===== config.mk =====
export PLATFORM = sky130hd
export DESIGN_NAME = axi_rd_arbiter
export DESIGN_NICKNAME = d
export VERILOG_FILES = /design/src/rtl/axi_rd_arbiter.sv
export SDC_FILE = /design/constraint.sdc
export NUM_CORES = 1
export LEC_CHECK = 0
export ABC_AREA = 0
export ABC_CLOCK_PERIOD_IN_PS = 3340
export CORE_AREA = 2 2 126 128
export DETAILED_ROUTE_END_ITERATION = 8
export DIE_AREA = 0 0 128 130
export HOLD_SLACK_MARGIN = 0.12
export PLACE_DENSITY = 0.68
export SYNTH_ARGS = -nofsm -noshare
export SYNTH_HDL_FRONTEND = slang
export SYNTH_SLANG_ARGS = --single-unit

===== constraint.sdc =====
create_clock -name clk -period 3.34 [get_ports clk]
set_input_delay 0.668 -clock clk [delete_from_list [all_inputs] [get_ports clk]]
set_output_delay 0.668 -clock clk [all_outputs]
set_load 0.01 [all_outputs]

===== src/rtl/axi_rd_arbiter.sv =====
// Round-robin AXI4 read-channel arbiter: S_COUNT requesters share one master read port.
// An order FIFO of granted port indices steers each returning R burst back to its issuer.
module axi_rd_arbiter #(
    parameter int S_COUNT         = 2,
    parameter int DATA_WIDTH      = 64,
    parameter int ADDR_WIDTH      = 32,
    parameter int ID_WIDTH        = 8,
    parameter int MAX_OUTSTANDING = 4
) (
    input  logic                          clk,
    input  logic                          rst_n,
    input  logic [S_COUNT*ID_WIDTH-1:0]   s_axi_arid,
    input  logic [S_COUNT*ADDR_WIDTH-1:0] s_axi_araddr,
    input  logic [S_COUNT*8-1:0]          s_axi_arlen,
    input  logic [S_COUNT*3-1:0]          s_axi_arsize,
    input  logic [S_COUNT*2-1:0]          s_axi_arburst,
    input  logic [S_COUNT-1:0]            s_axi_arvalid,
    output logic [S_COUNT-1:0]            s_axi_arready,
    output logic [ID_WIDTH-1:0]           s_axi_rid,
    output logic [DATA_WIDTH-1:0]         s_axi_rdata,
    output logic [1:0]                    s_axi_rresp,
    output logic                          s_axi_rlast,
    output logic [S_COUNT-1:0]            s_axi_rvalid,
    input  logic [S_COUNT-1:0]            s_axi_rready,
    output logic [ID_WIDTH-1:0]           m_axi_arid,
    output logic [ADDR_WIDTH-1:0]         m_axi_araddr,
    output logic [7:0]                    m_axi_arlen,
    output logic [2:0]                    m_axi_arsize,
    output logic [1:0]                    m_axi_arburst,
    output logic                          m_axi_arvalid,
    input  logic                          m_axi_arready,
    input  logic [ID_WIDTH-1:0]           m_axi_rid,
    input  logic [DATA_WIDTH-1:0]         m_axi_rdata,
    input  logic [1:0]                    m_axi_rresp,
    input  logic                          m_axi_rlast,
    input  logic                          m_axi_rvalid,
    output logic                          m_axi_rready
);
    localparam int IDX_W = (S_COUNT > 1) ? $clog2(S_COUNT) : 1;
    localparam int PTR_W = $clog2(MAX_OUTSTANDING);
    localparam int CNT_W = $clog2(MAX_OUTSTANDING) + 1;

    typedef enum logic [0:0] {AR_IDLE = 1'b0, AR_HOLD = 1'b1} ar_state_t;

    ar_state_t        ar_state_r;
    logic [IDX_W-1:0] last_grant_r;
    logic [CNT_W-1:0] outstanding_r;
    logic [PTR_W:0]   wr_ptr_r;
    logic [PTR_W:0]   rd_ptr_r;
    logic [IDX_W-1:0] order_mem_r [MAX_OUTSTANDING];

    logic [IDX_W-1:0] grant_idx_s;
    logic [IDX_W-1:0] head_s;
    logic             grant_found_s;
    logic             grant_s;
    logic             order_empty_s;
    logic             order_full_s;
    logic             pop_s;

    logic [ID_WIDTH-1:0]   arid_s    [S_COUNT];
    logic [ADDR_WIDTH-1:0] araddr_s  [S_COUNT];
    logic [7:0]            arlen_s   [S_COUNT];
    logic [2:0]            arsize_s  [S_COUNT];
    logic [1:0]            arburst_s [S_COUNT];

    for (genvar k = 0; k < S_COUNT; k++) begin : g_port
        assign arid_s[k]        = s_axi_arid[k*ID_WIDTH +: ID_WIDTH];
        assign araddr_s[k]      = s_axi_araddr[k*ADDR_WIDTH +: ADDR_WIDTH];
        assign arlen_s[k]       = s_axi_arlen[k*8 +: 8];
        assign arsize_s[k]      = s_axi_arsize[k*3 +: 3];
        assign arburst_s[k]     = s_axi_arburst[k*2 +: 2];
        assign s_axi_arready[k] = grant_s && (grant_idx_s == IDX_W'(k));
        assign s_axi_rvalid[k]  = m_axi_rvalid && !order_empty_s && (head_s == IDX_W'(k));
    end

    // Round-robin search beginning at the port after the last grant and wrapping
    always_comb begin
        logic [IDX_W:0] sum_v;
        logic [IDX_W:0] cand_v;
        logic           hit_v;
        grant_found_s = 1'b0;
        grant_idx_s   = '0;
        sum_v         = '0;
        cand_v        = '0;
        hit_v         = 1'b0;
        for (int i = 1; i <= S_COUNT; i++) begin
            sum_v         = {1'b0, last_grant_r} + (IDX_W+1)'(i);
            cand_v        = (sum_v >= (IDX_W+1)'(S_COUNT)) ? (sum_v - (IDX_W+1)'(S_COUNT)) : sum_v;
            hit_v         = !grant_found_s && s_axi_arvalid[cand_v[IDX_W-1:0]];
            grant_idx_s   = hit_v ? cand_v[IDX_W-1:0] : grant_idx_s;
            grant_found_s = grant_found_s || hit_v;
        end
    end

    assign order_empty_s = (wr_ptr_r == rd_ptr_r);
    assign order_full_s  = (wr_ptr_r[PTR_W] != rd_ptr_r[PTR_W]) &&
                           (wr_ptr_r[PTR_W-1:0] == rd_ptr_r[PTR_W-1:0]);
    assign head_s        = order_mem_r[rd_ptr_r[PTR_W-1:0]];

    // rst_n gates the grant so arready stays low while the block is held in reset
    assign grant_s = rst_n && (ar_state_r == AR_IDLE) && grant_found_s &&
                     (outstanding_r < CNT_W'(MAX_OUTSTANDING)) && !order_full_s;

    assign m_axi_rready = !order_empty_s && s_axi_rready[head_s];
    assign pop_s        = m_axi_rvalid && m_axi_rready && m_axi_rlast;
    assign s_axi_rid    = m_axi_rid;
    assign s_axi_rdata  = m_axi_rdata;
    assign s_axi_rresp  = m_axi_rresp;
    assign s_axi_rlast  = m_axi_rlast;

    // AR FSM: latch the granted request, then hold it until the master accepts
    always_ff @(posedge clk or negedge rst_n) begin
        if (!rst_n) begin
            ar_state_r    <= AR_IDLE;
            last_grant_r  <= IDX_W'(S_COUNT - 1);
            m_axi_arid    <= '0;
            m_axi_araddr  <= '0;
            m_axi_arlen   <= 8'd0;
            m_axi_arsize  <= 3'd0;
            m_axi_arburst <= 2'd0;
            m_axi_arvalid <= 1'b0;
        end else begin
            case (ar_state_r)
                AR_IDLE: begin
                    if (grant_s) begin
                        m_axi_arid    <= arid_s[grant_idx_s];
                        m_axi_araddr  <= araddr_s[grant_idx_s];
                        m_axi_arlen   <= arlen_s[grant_idx_s];
                        m_axi_arsize  <= arsize_s[grant_idx_s];
                        m_axi_arburst <= arburst_s[grant_idx_s];
                        m_axi_arvalid <= 1'b1;
                        last_grant_r  <= grant_idx_s;
                        ar_state_r    <= AR_HOLD;
                    end else begin
                        ar_state_r    <= AR_IDLE;
                    end
                end
                AR_HOLD: begin
                    if (m_axi_arready) begin
                        m_axi_arvalid <= 1'b0;
                        ar_state_r    <= AR_IDLE;
                    end else begin
                        ar_state_r    <= AR_HOLD;
                    end
                end
                default: begin
                    m_axi_arvalid <= 1'b0;
                    ar_state_r    <= AR_IDLE;
                end
            endcase
        end
    end

    // Order FIFO pointers and outstanding-burst counter
    always_ff @(posedge clk or negedge rst_n) begin
        if (!rst_n) begin
            wr_ptr_r      <= '0;
            rd_ptr_r      <= '0;
            outstanding_r <= '0;
        end else begin
            wr_ptr_r <= grant_s ? (wr_ptr_r + (PTR_W+1)'(1)) : wr_ptr_r;
            rd_ptr_r <= pop_s ? (rd_ptr_r + (PTR_W+1)'(1)) : rd_ptr_r;
            case ({grant_s, pop_s})
                2'b10:   outstanding_r <= outstanding_r + CNT_W'(1);
                2'b01:   outstanding_r <= outstanding_r - CNT_W'(1);
                default: outstanding_r <= outstanding_r;
            endcase
        end
    end

    // Order FIFO storage; contents are qualified by the pointers
    always_ff @(posedge clk) begin
        if (grant_s) begin
            order_mem_r[wr_ptr_r[PTR_W-1:0]] <= grant_idx_s;
        end
    end

endmodule


==> flow_summary.toml, run 1 <==
# generated from flow reports
[yosys]
synthDominantCellAreaShare_pct = 40.9
yosys_warnings = 0
syn-cell-area_um2 = 3920
postSynthCellCount = 379
post_synth_ao_oa_area_fraction_pct = 14.1
synthArstFlopShare_pct = 94.2
synth_flop_count = 69
share_of_cell_area_taken_by_muxes_after_synthesis_pct = 15.6
post-synth-top-area-cell = "dfrtp_1"
synth.avg_cell_area_um2 = 10.3
synth_nets = 575
synth_xor_xnor_area_share_pct = 2.24
most_repeated_cell_in_the_gate_level_netlist_after_synthesis = "o21ai_0"
synth_cell_type_count = 31
top_cells_by_area = "dfrtp_1, buf_4, mux2i_1, o21ai_0, edfxtp_1"
post_synth_most_frequent_cells = "o21ai_0, buf_4, dfrtp_1"
share_of_synthesized_cell_area_in_full_adder_half_adder_and_majority_cells_pct = 2.43
dominantRegCellSynth = "dfrtp_1"
biggest_combinational_cell_group_after_synthesis = "buffers and inverters"
synth_stat.cells = 379
post_synth_tally_of_flip_flops_with_integrated_enable = 4

[cts]
cts.repair.resized = 0
post_cts_hold_buffer_count = 0
clock_path_buffers = 2
cts.clk_slew.worst_paths_ps = 60
clock-root-buffer = "clkbuf_16"
cts_tree = "done"
cts.sinks = 69
clock_insertion_delay_worst_skew_ps = 330
cts_buffers = 9
post_cts_buffers = 0

[layout]
layout_area_growth_over_synthesis_pct = 42.4
num-clock-buffers = 9
final.fill_count = 1550
seq_area_um2 = 1750
logic_gates = 206
sequential_cell_total = 69
layout_top_registers = "m_axi_araddr x32, m_axi_arid x8, m_axi_arlen x8"
buffers_excl_clock = 182
count_of_antenna_diodes_in_the_layout = 0
logic_area_um2 = 1500
finish.net_count = 671
nonClkBufAreaFrac_pct = 32.3
largest_cell_class = "non-clock buffers"
final_layout_size_suffix_gt1_share_pct = 7.50
top_register = "m_axi_araddr"
final_design_area_excluding_fillers_um2 = 5580
comb-cell-share_pct = 26.8
fin_cells = 672
clockNetworkAreaShare_pct = 4.80
nonClockInverterCount = 7

[floorplan]
die_height_um = 130
n_tap_cell = 192
fp-row-count = 46
total_die_area_um2 = 16600
ioPinCount = 323
fp.dieW_um = 128

[placed_design]
place_congestion = 0.685
dp.cells = 656
placement.io_buffers = 174
standard_cell_area_after_detailed_placement_um2 = 5310

[setup_path]
worstRegToRegCells = 9
worst_setup_path_end_kind = "output pin"
timing.critical_path.max_delay_family = "buffers and inverters"
critPathKind = "input pin to output pin"
cp.depth = 6
worst_setup_path_endpoint = "s_axi_arready[1]"
critPathMostFrequentCell = "clkdlybuf4s50_1"
timing.reg2reg.setup_slack_ps = 680
cp.arrival_ps = 2320
cpMaxStageDelayCell = "clkdlybuf4s50_1"
worstPathRequired_ps = 2670
reg2reg_from = "rd_ptr_r[0]"
setup.worst_path.start_class = "input pin"
worst_r2r_endpoint = "outstanding_r[2]"
critical_path.max_stage_delay_ps = 530
path_cells = "clkdlybuf4s50_1 -> o211ai_1 -> nor2_4 -> buf_4 -> and2_1 -> clkdlybuf4s50_1"
crit_buf_inv = 3
worstSetupStartpoint = "s_axi_arvalid[0]"

[timing]
clock-skew-final_ps = 5.07
maxSlewViolCount = 0
rsz0062_at_grt = "no"
timing.final.crit_share_pct = 89.4
worst-slew-pin-transition_ps = 875
relSlewSlack_pct = 41.6
finalCriticalPeriod_ps = 2990
timing.fmax_mhz = 335
finalSetupViolCount = 0
setup_tns_ps = 0

[route]
drt_pass_1_iters = 4
drc = 0
dr_wl_met3_um = 730
met2_length_um = 5370
m1WireLength_um = 4150
top_layer = "met4"
routed_via_density = 4.65

[power]
sequentialPowerShare_pct = 33.3
switching_power_uw = 1570
top_contributor_to_total_power = "combinational logic"
p_clk_uw = 861
total_leakage_power_uw = 0.00230
cellPowerDensity_nw_per_um2 = 785
power_report.internal_total_uw = 2810
share_comb_of_total_power_pct = 47.1
peakVddDrop_uv = 298
p_seq_uw = 1460
swShare_pct = 35.9

[global_route]
grt-busiest-layer = "met2"
grt_first_pass_wirelength_um = 16200
vias_in_the_first_global_route = 3170
overflow = 0
initial_antenna_violation_count = 1

[worst_hold_path]
timing.hold.worst.start = "outstanding_r[0]"
holdPathEnd = "outstanding_r[0]"
holdPathStages = 1
hold_crit_path_type = "flip-flop to flip-flop"

[status]
outcome = "completed"

[run]
cap_viol_max_count = 0
==> run 1: cells in the final DEF, fill, tap and decap left out, types with 2 or more instances in the layout <==
cell,n
ha_1,6
nor3b_1,2
dfrtp_1,64
and2_1,4
o21ai_0,105
xnor2_1,3
clkinv_2,3
clkinvlp_4,2
xor2_1,7
clkdlybuf4s50_1,173
edfxtp_1,4
clkbuf_16,9
mux2_2,2
o21ai_1,2
nand2_1,4
mux2i_1,55
nor2_1,4
inv_1,7
buf_4,9
==> run 1: per-stage QoR <==
| stage | total power (uW) | hold WS [ps] | setup WS (ps) |
|---|---|---|---|
| floorplan | 2530 | 372 | 623 |
| global route | 4710 | 511 | 256 |
| global placement | 3490 | 462 | 315 |
| CTS | 4450 | 484 | 343 |
| detailed placement | 3560 | 472 | 293 |
| finish | 4380 | 479 | 352 |
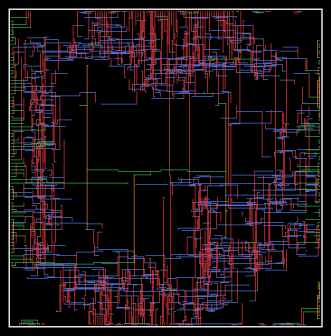
**Above:** run 1 (routed metal, one color a layer).
Blue is metal 1, wire length 4150 um. Orange is metal 4, wire length 216 um. Red is metal 2, wire length 5370 um. Green is metal 3, wire length 731 um.
count of vias placed by the detailed router: 3123
wire length per cell: 15.6 um
All-Layer GR Usage: 12.5%

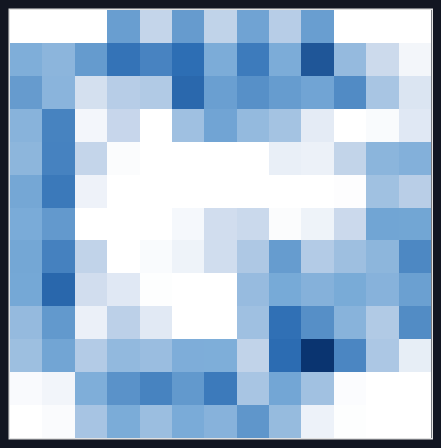
**Above:** run 1 (cell area per tile).
13 x 13 tiles, from white (low) to dark blue (high), 0 to 100% covered.
The mean over all tiles is 32%. 3.0% of the tiles are over 75% full. The fullest tile reaches 98%. The emptiest ninth of the die: center. 23% of the tiles are nearly empty.
final core area utilization: 36.2%
core area: 15400 um^2
initial core utilization: 25.4%

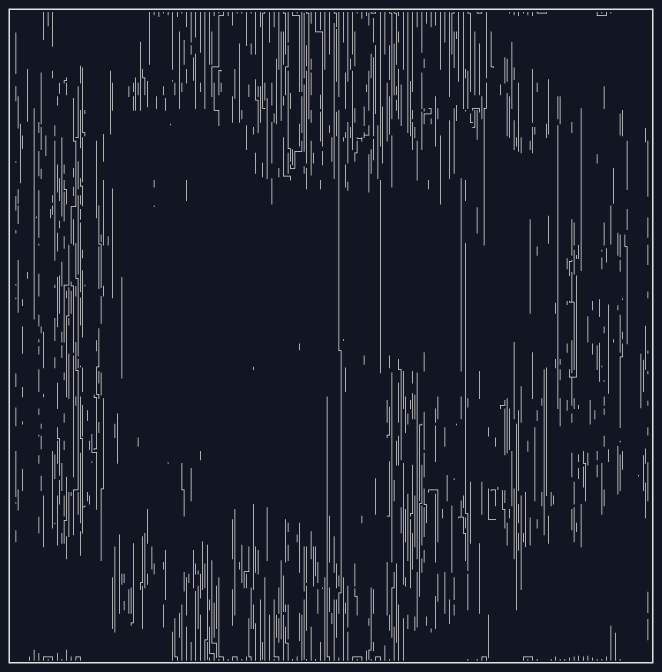
**Above:** run 1 (the metal 2 layer).
559 nets have wire on it. The wires run mostly vertical. The layer holds 51% of the routed length. The longest straight run is 56.4 um. The layer carries 5370 um of wire.
met2 global-route usage: 22.0%
routed wire length: 10500 um

==> run 1 -> run 2 <==
--- a/config.mk
+++ b/config.mk
@@ -12,6 +12,7 @@
 export DIE_AREA = 0 0 128 130
 export HOLD_SLACK_MARGIN = 0.12
 export PLACE_DENSITY = 0.68
+export SKIP_LAST_GASP = 1
 export SYNTH_ARGS = -nofsm -noshare
 export SYNTH_HDL_FRONTEND = slang
 export SYNTH_SLANG_ARGS = --single-unit
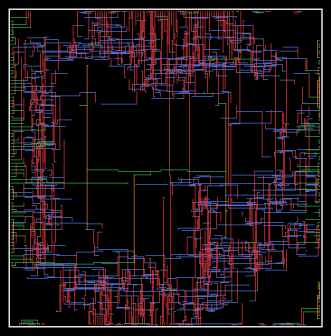
**Above:** run 2 (routed metal, one color a layer).
Blue is metal 1, wire length 4150 um. Orange is metal 4, wire length 216 um. Green is metal 3, wire length 731 um. Red is metal 2, wire length 5370 um.

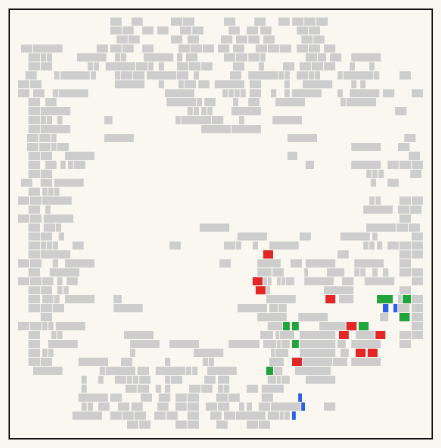
**Above:** run 2 (selected gate families).
Green is AND and OR gates, cells 8, most used and2_1, where south-east. Red is XOR/XNOR gates, cells 10, most used xor2_1, where south-east. Blue is NAND gates, cells 5, most used nand2_1.

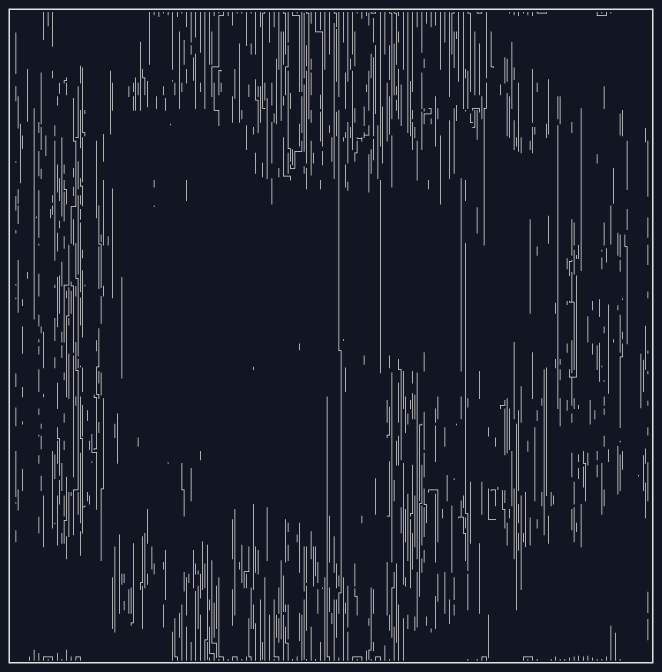
**Above:** run 2 (the metal 2 layer).
The layer carries 5370 um of wire. The wires run mostly vertical. 559 nets have wire on it. The layer holds 51% of the routed length. The longest straight run is 56.4 um.

==> flow_summary.toml, run 2 <==
# generated from flow reports
[yosys]
yosys_warnings = 0
post_synth_most_frequent_cells = "o21ai_0, buf_4, dfrtp_1"
share_of_cell_area_taken_by_muxes_after_synthesis_pct = 15.6
postSynthCellCount = 379
post_synth_ao_oa_area_fraction_pct = 14.1
synth_flop_count = 69
synth_stat.cells = 379
synthDominantCellAreaShare_pct = 40.9
synth_seq_share_pct = 44.6
syn-cell-area_um2 = 3920
synth_cell_type_count = 31
synthArstFlopShare_pct = 94.2
post_synth_and_or_nand_nor_area_fraction_pct = 3.45
dominantRegCellSynth = "dfrtp_1"
biggest_combinational_cell_group_after_synthesis = "buffers and inverters"
synth.avg_cell_area_um2 = 10.3
post-synth-top-area-cell = "dfrtp_1"
share_of_synthesized_cell_area_in_full_adder_half_adder_and_majority_cells_pct = 2.43
most_repeated_cell_in_the_gate_level_netlist_after_synthesis = "o21ai_0"
synth_nets = 575
synth_xor_xnor_area_share_pct = 2.24
top_cells_by_area = "dfrtp_1, buf_4, mux2i_1, o21ai_0, edfxtp_1"
post_synth_tally_of_flip_flops_with_integrated_enable = 4

[layout]
finish.net_count = 671
seq_area_um2 = 1750
top_register = "m_axi_araddr"
num-clock-buffers = 9
final_layout_top_logic_cell = "clkdlybuf4s50_1"
logic_gates = 206
layout_area_growth_over_synthesis_pct = 42.4
largest_reg_flops = 32
layout_top_registers = "m_axi_araddr x32, m_axi_arid x8, m_axi_arlen x8"
final_layout_size_suffix_gt1_share_pct = 7.50
seq-cell-share_pct = 31.3
fin_cells = 672
layout.cells.most_common_list = "clkdlybuf4s50_1, o21ai_0, dfrtp_1, mux2i_1"
buffers_excl_clock = 182
count_of_antenna_diodes_in_the_layout = 0
finish.utilization_pct = 36.2
comb-cell-share_pct = 26.8
final_design_area_excluding_fillers_um2 = 5580
largest_cell_class = "non-clock buffers"
sequential_cell_total = 69
final.fill_count = 1550
nonClkBufAreaFrac_pct = 32.3
nonClockInverterCount = 7
clockNetworkAreaShare_pct = 4.80
logic_area_um2 = 1500

[cts]
clock-root-buffer = "clkbuf_16"
cts.sinks = 69
post_cts_hold_buffer_count = 0
cts_buffers = 9
post_cts_buffers = 0
clock_path_buffers = 2
cts_tree = "done"
cts.clk_slew.worst_paths_ps = 60
clock_insertion_delay_worst_skew_ps = 330
cts.repair.resized = 0

[timing]
whs_ps = 479
finalCriticalPeriod_ps = 2990
setup_tns_ps = 0
clock-skew-final_ps = 5.07
timing.fmax_mhz = 335
rsz0062_at_grt = "no"
worst_slack_ps = 352
timing.final.crit_share_pct = 89.4
worst-slew-pin-transition_ps = 875
finalSetupViolCount = 0
relSlewSlack_pct = 41.6
maxSlewViolCount = 0

[global_route]
global_route.usage.total_pct = 12.5
grt_start_max_net_pins = 66
overflow = 0
vias_in_the_first_global_route = 3170
grt_first_pass_wirelength_um = 16200
initial_antenna_violation_count = 1

[placed_design]
place_congestion = 0.685
dp.cells = 656
dp_worst_setup_slack_ps = 293
standard_cell_area_after_detailed_placement_um2 = 5310
placement.io_buffers = 174
detailedPlacementHpwl_um = 7550

[setup_path]
critical_path.max_stage_delay_ps = 530
reg2reg_from = "rd_ptr_r[0]"
worstRegToRegCells = 9
critical_path.max_fanout = 7
cp.depth = 6
worst_r2r_endpoint = "outstanding_r[2]"
cp.arrival_ps = 2320
critPathKind = "input pin to output pin"
worstPathRequired_ps = 2670
timing.critical_path.max_delay_family = "buffers and inverters"
cpMaxStageDelayCell = "clkdlybuf4s50_1"
setup.worst_path.start_class = "input pin"
crit_buf_inv = 3
worst_setup_path_end_kind = "output pin"
path_cells = "clkdlybuf4s50_1 -> o211ai_1 -> nor2_4 -> buf_4 -> and2_1 -> clkdlybuf4s50_1"
timing.reg2reg.setup_slack_ps = 680
critPathMostFrequentCell = "clkdlybuf4s50_1"

[run]
log.warning_count = 29
cap_viol_max_count = 0

[power]
cellPowerDensity_nw_per_um2 = 785
p_clk_uw = 861
share_comb_of_total_power_pct = 47.1
p_seq_uw = 1460
overall_power_consumption_uw = 4380
total_leakage_power_uw = 0.00230
switching_power_uw = 1570
power_report.internal_total_uw = 2810
swShare_pct = 35.9
peakVddDrop_uv = 298
top_contributor_to_total_power = "combinational logic"
sequentialPowerShare_pct = 33.3

[floorplan]
fp_util_pct = 25.4
ioPinCount = 323
core_area_um2 = 15400
die_height_um = 130
total_die_area_um2 = 16600
fp.dieW_um = 128
fp-row-count = 46
n_tap_cell = 192

[route]
routed_via_density = 4.65
wl_per_cell_um = 15.6
routed_wl_um = 10500
drt_pass_1_iters = 4
via_count = 3123
drc = 0
antenna_left = 0

[worst_hold_path]
hold_crit_path_type = "flip-flop to flip-flop"
holdPathEnd = "outstanding_r[0]"
timing.hold.worst.start = "outstanding_r[0]"
holdPathStages = 1

[status]
outcome = "completed"
==> run 2: cell counts after synthesis <==
No cell type changed its count.
==> run 2: how the worst max path moves through the flow <==
stage                      from          endpoint  slack, ps
3_5_place_dp   s_axi_arvalid[0]  outstanding_r[2]        290
2_1_floorplan  s_axi_arvalid[1]  outstanding_r[2]        620
5_1_grt             rd_ptr_r[0]      m_axi_rready        260
4_1_cts        s_axi_arvalid[0]  s_axi_arready[1]        340
3_3_place_gp   s_axi_arvalid[0]  outstanding_r[2]        320
6_report       s_axi_arvalid[0]  s_axi_arready[1]        350
==> run 2: per-layer routing <==
metal	GRT usage, %	share of wire (%)	routed length [um]
met5	0	0	0
met1	13.9	40	4150
met2	22.0	51	5370
met3	3.61	7.0	730
met4	6.21	2.1	215
==> run 2 -> run 3 <==
--- a/config.mk
+++ b/config.mk
@@ -7,12 +7,16 @@
 export LEC_CHECK = 0
 export ABC_AREA = 0
 export ABC_CLOCK_PERIOD_IN_PS = 3340
-export CORE_AREA = 2 2 126 128
+export CELL_PAD_IN_SITES_DETAIL_PLACEMENT = 0
+export CELL_PAD_IN_SITES_GLOBAL_PLACEMENT = 1
+export CORE_ASPECT_RATIO = 1.75
+export CORE_MARGIN = 2
+export CORE_UTILIZATION = 23
 export DETAILED_ROUTE_END_ITERATION = 8
-export DIE_AREA = 0 0 128 130
 export HOLD_SLACK_MARGIN = 0.12
-export PLACE_DENSITY = 0.68
+export PLACE_DENSITY = 0.84
 export SKIP_LAST_GASP = 1
 export SYNTH_ARGS = -nofsm -noshare
 export SYNTH_HDL_FRONTEND = slang
 export SYNTH_SLANG_ARGS = --single-unit
+export TNS_END_PERCENT = 5
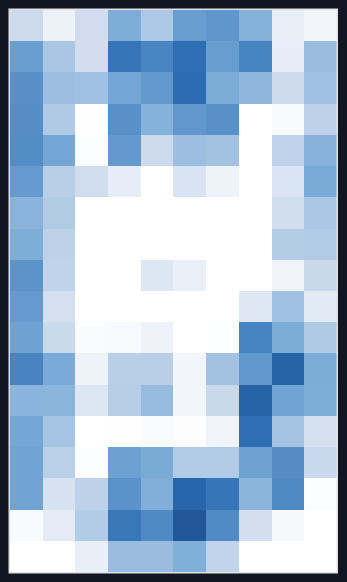
**Above:** run 3 (cell area per tile).
10 x 18 tiles, from white (low) to dark blue (high), 0 to 100% covered.
The emptiest ninth of the die: center. The mean over all tiles is 30%. The fullest tile reaches 84%. The densest ninth of the die: north. 2.8% of the tiles are over 75% full. 22% of the tiles are nearly empty.
core area: 16800 um^2
initial core utilization: 23.3%
final core area utilization: 33.9%

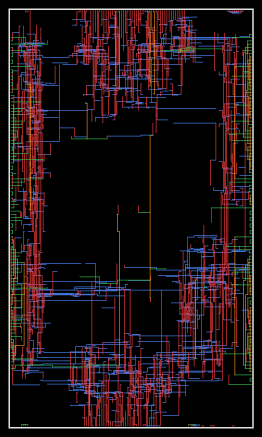
**Above:** run 3 (routed metal, one color a layer).
Blue is metal 1, wire length 3730 um. Red is metal 2, wire length 6560 um. Green is metal 3, wire length 783 um. Orange is metal 4, wire length 972 um.
count of vias placed by the detailed router: 3161
wire length per cell: 17.1 um
All-Layer GR Usage: 13.2%
routed wire length: 12000 um

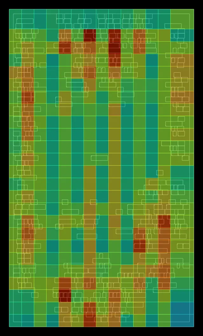
**Above:** run 3 (routing congestion map).
fraction of met1 tracks used by global routing: 11.1%
met3 usage: 2.69%

==> flow_summary.toml, run 3 <==
# generated from flow reports
[status]
outcome = "completed"

[route]
met2_length_um = 6560
drt_iter0_markers = 126
antenna_left = 0
dr_wl_met3_um = 782
m1WireLength_um = 3730
drt_pass_1_iters = 6
top_layer = "met4"
drc = 0

[cts]
cts.sinks = 69
cts_tree = "done"
clock-root-buffer = "clkbuf_16"
post_cts_buffers = 0
cts.clk_slew.worst_paths_ps = 60
post_cts_hold_buffer_count = 0
clock_insertion_delay_worst_skew_ps = 330
clock_path_buffers = 2
cts_buffers = 9
cts.repair.resized = 0

[yosys]
synth_flop_count = 69
most_repeated_cell_in_the_gate_level_netlist_after_synthesis = "o21ai_0"
synth_stat.cells = 379
synthArstFlopShare_pct = 94.2
post_synth_tally_of_flip_flops_with_integrated_enable = 4
synthDominantCellAreaShare_pct = 40.9
dominantRegCellSynth = "dfrtp_1"
synth_cell_type_count = 31
postSynthCellCount = 379
synth_seq_share_pct = 44.6
post_synth_most_frequent_cells = "o21ai_0, buf_4, dfrtp_1"
yosys_warnings = 0
top_cells_by_area = "dfrtp_1, buf_4, mux2i_1, o21ai_0, edfxtp_1"
post-synth-top-area-cell = "dfrtp_1"
synth_nets = 575
synth.avg_cell_area_um2 = 10.3

[timing]
relSlewSlack_pct = 40.0
rsz0062_at_grt = "no"
timing.final.crit_share_pct = 92.1
worst-slew-pin-transition_ps = 900
maxSlewViolCount = 0
finalSetupViolCount = 0
clock-skew-final_ps = 7.34
finalCriticalPeriod_ps = 3080
setup_tns_ps = 0
timing.fmax_mhz = 325

[floorplan]
die_height_um = 177
n_tap_cell = 227
fp-row-count = 63
ioPinCount = 323
total_die_area_um2 = 18100
fp.dieW_um = 103

[worst_hold_path]
holdPathEnd = "outstanding_r[0]"
hold_crit_path_type = "flip-flop to flip-flop"
timing.hold.worst.start = "outstanding_r[0]"
holdPathStages = 1

[setup_path]
worstSetupStartpoint = "s_axi_arvalid[0]"
setup.worst_path.start_class = "input pin"
worst_setup_path_end_kind = "output pin"
cpMaxStageDelayCell = "clkdlybuf4s50_1"
crit_buf_inv = 3
critPathMostFrequentCell = "clkdlybuf4s50_1"
cp.depth = 6
worst_setup_path_endpoint = "s_axi_arready[0]"
timing.critical_path.max_delay_family = "buffers and inverters"
critPathKind = "input pin to output pin"
path_cells = "clkdlybuf4s50_1 -> o211ai_1 -> nor2_4 -> inv_1 -> nor2_1 -> clkdlybuf4s50_1"
critical_path.max_fanout = 8
critical_path.max_stage_delay_ps = 560
timing.reg2reg.setup_slack_ps = 610
cp.arrival_ps = 2410
reg2reg_from = "rd_ptr_r[0]"
worstPathRequired_ps = 2670
worst_r2r_endpoint = "outstanding_r[2]"
worstRegToRegCells = 9

[layout]
final.fill_count = 1728
seq_area_um2 = 1750
largest_cell_class = "non-clock buffers"
seq-cell-share_pct = 30.7
sequential_cell_total = 69
count_of_antenna_diodes_in_the_layout = 0
final_layout_size_suffix_gt1_share_pct = 7.52
final_layout_top_logic_cell = "clkdlybuf4s50_1"
nonClkBufAreaFrac_pct = 31.5
logic_area_um2 = 1500
finish.net_count = 670
logic_gates = 206
top_register = "m_axi_araddr"
largest_reg_flops = 32
final_design_area_excluding_fillers_um2 = 5700
layout.cells.most_common_list = "clkdlybuf4s50_1, o21ai_0, dfrtp_1, mux2i_1, clkbuf_16"
comb-cell-share_pct = 26.3
clockNetworkAreaShare_pct = 6.13
layout_area_growth_over_synthesis_pct = 45.4
nonClockInverterCount = 7
num-clock-buffers = 9
layout_top_registers = "m_axi_araddr x32, m_axi_arid x8, m_axi_arlen x8"

[global_route]
grt_start_max_net_pins = 66
overflow = 0
vias_in_the_first_global_route = 3538
grt_first_pass_wirelength_um = 17800
grt-busiest-layer = "met2"
gr-usage-met2_pct = 24.9
initial_antenna_violation_count = 0

[placed_design]
placement.io_buffers = 174
standard_cell_area_after_detailed_placement_um2 = 5350
detailedPlacementHpwl_um = 8810
place_congestion = 0.768

[run]
cap_viol_max_count = 0
log.warning_count = 29

[power]
clockPowerShare_pct = 24.0
swShare_pct = 35.0
pg_comb_uw = 2100
switching_power_uw = 1640
top_contributor_to_total_power = "combinational logic"
share_comb_of_total_power_pct = 44.9
p_seq_uw = 1450
p_clk_uw = 1120
sequentialPowerShare_pct = 31.1
total_leakage_power_uw = 0.00234
power_report.internal_total_uw = 3040
peakVddDrop_uv = 334
cellPowerDensity_nw_per_um2 = 820
[run 3: cells by family (layout without fill, tap and decap cells)]
kind of cell / after synthesis / in the layout / synth area share, %
AOI/OAI and AO/OA: 109 / 109 / 14.1
buffers and inverters: 104 / 204 / 17.6
DFF: 69 / 69 / 44.6
muxes: 59 / 59 / 15.6
and+or+nand+nor: 21 / 21 / 3.45
xor gates and xnor gates: 10 / 10 / 2.24
adders and majority gates: 7 / 7 / 2.43
[run 3: metrics by stage]
step                      instances  power (uW)  hold WS (ps)  setup slack [ps]
after floorplan                 379        2530           372               623
after global placement          690        3520           463               267
after detailed placement        690        3590           479               234
after CTS                       706        4750           492               229
after global routing            706        4990           507               151
final                           706        4670           483               265
Power figures rest on the tool's default switching activity, not on a simulated workload.
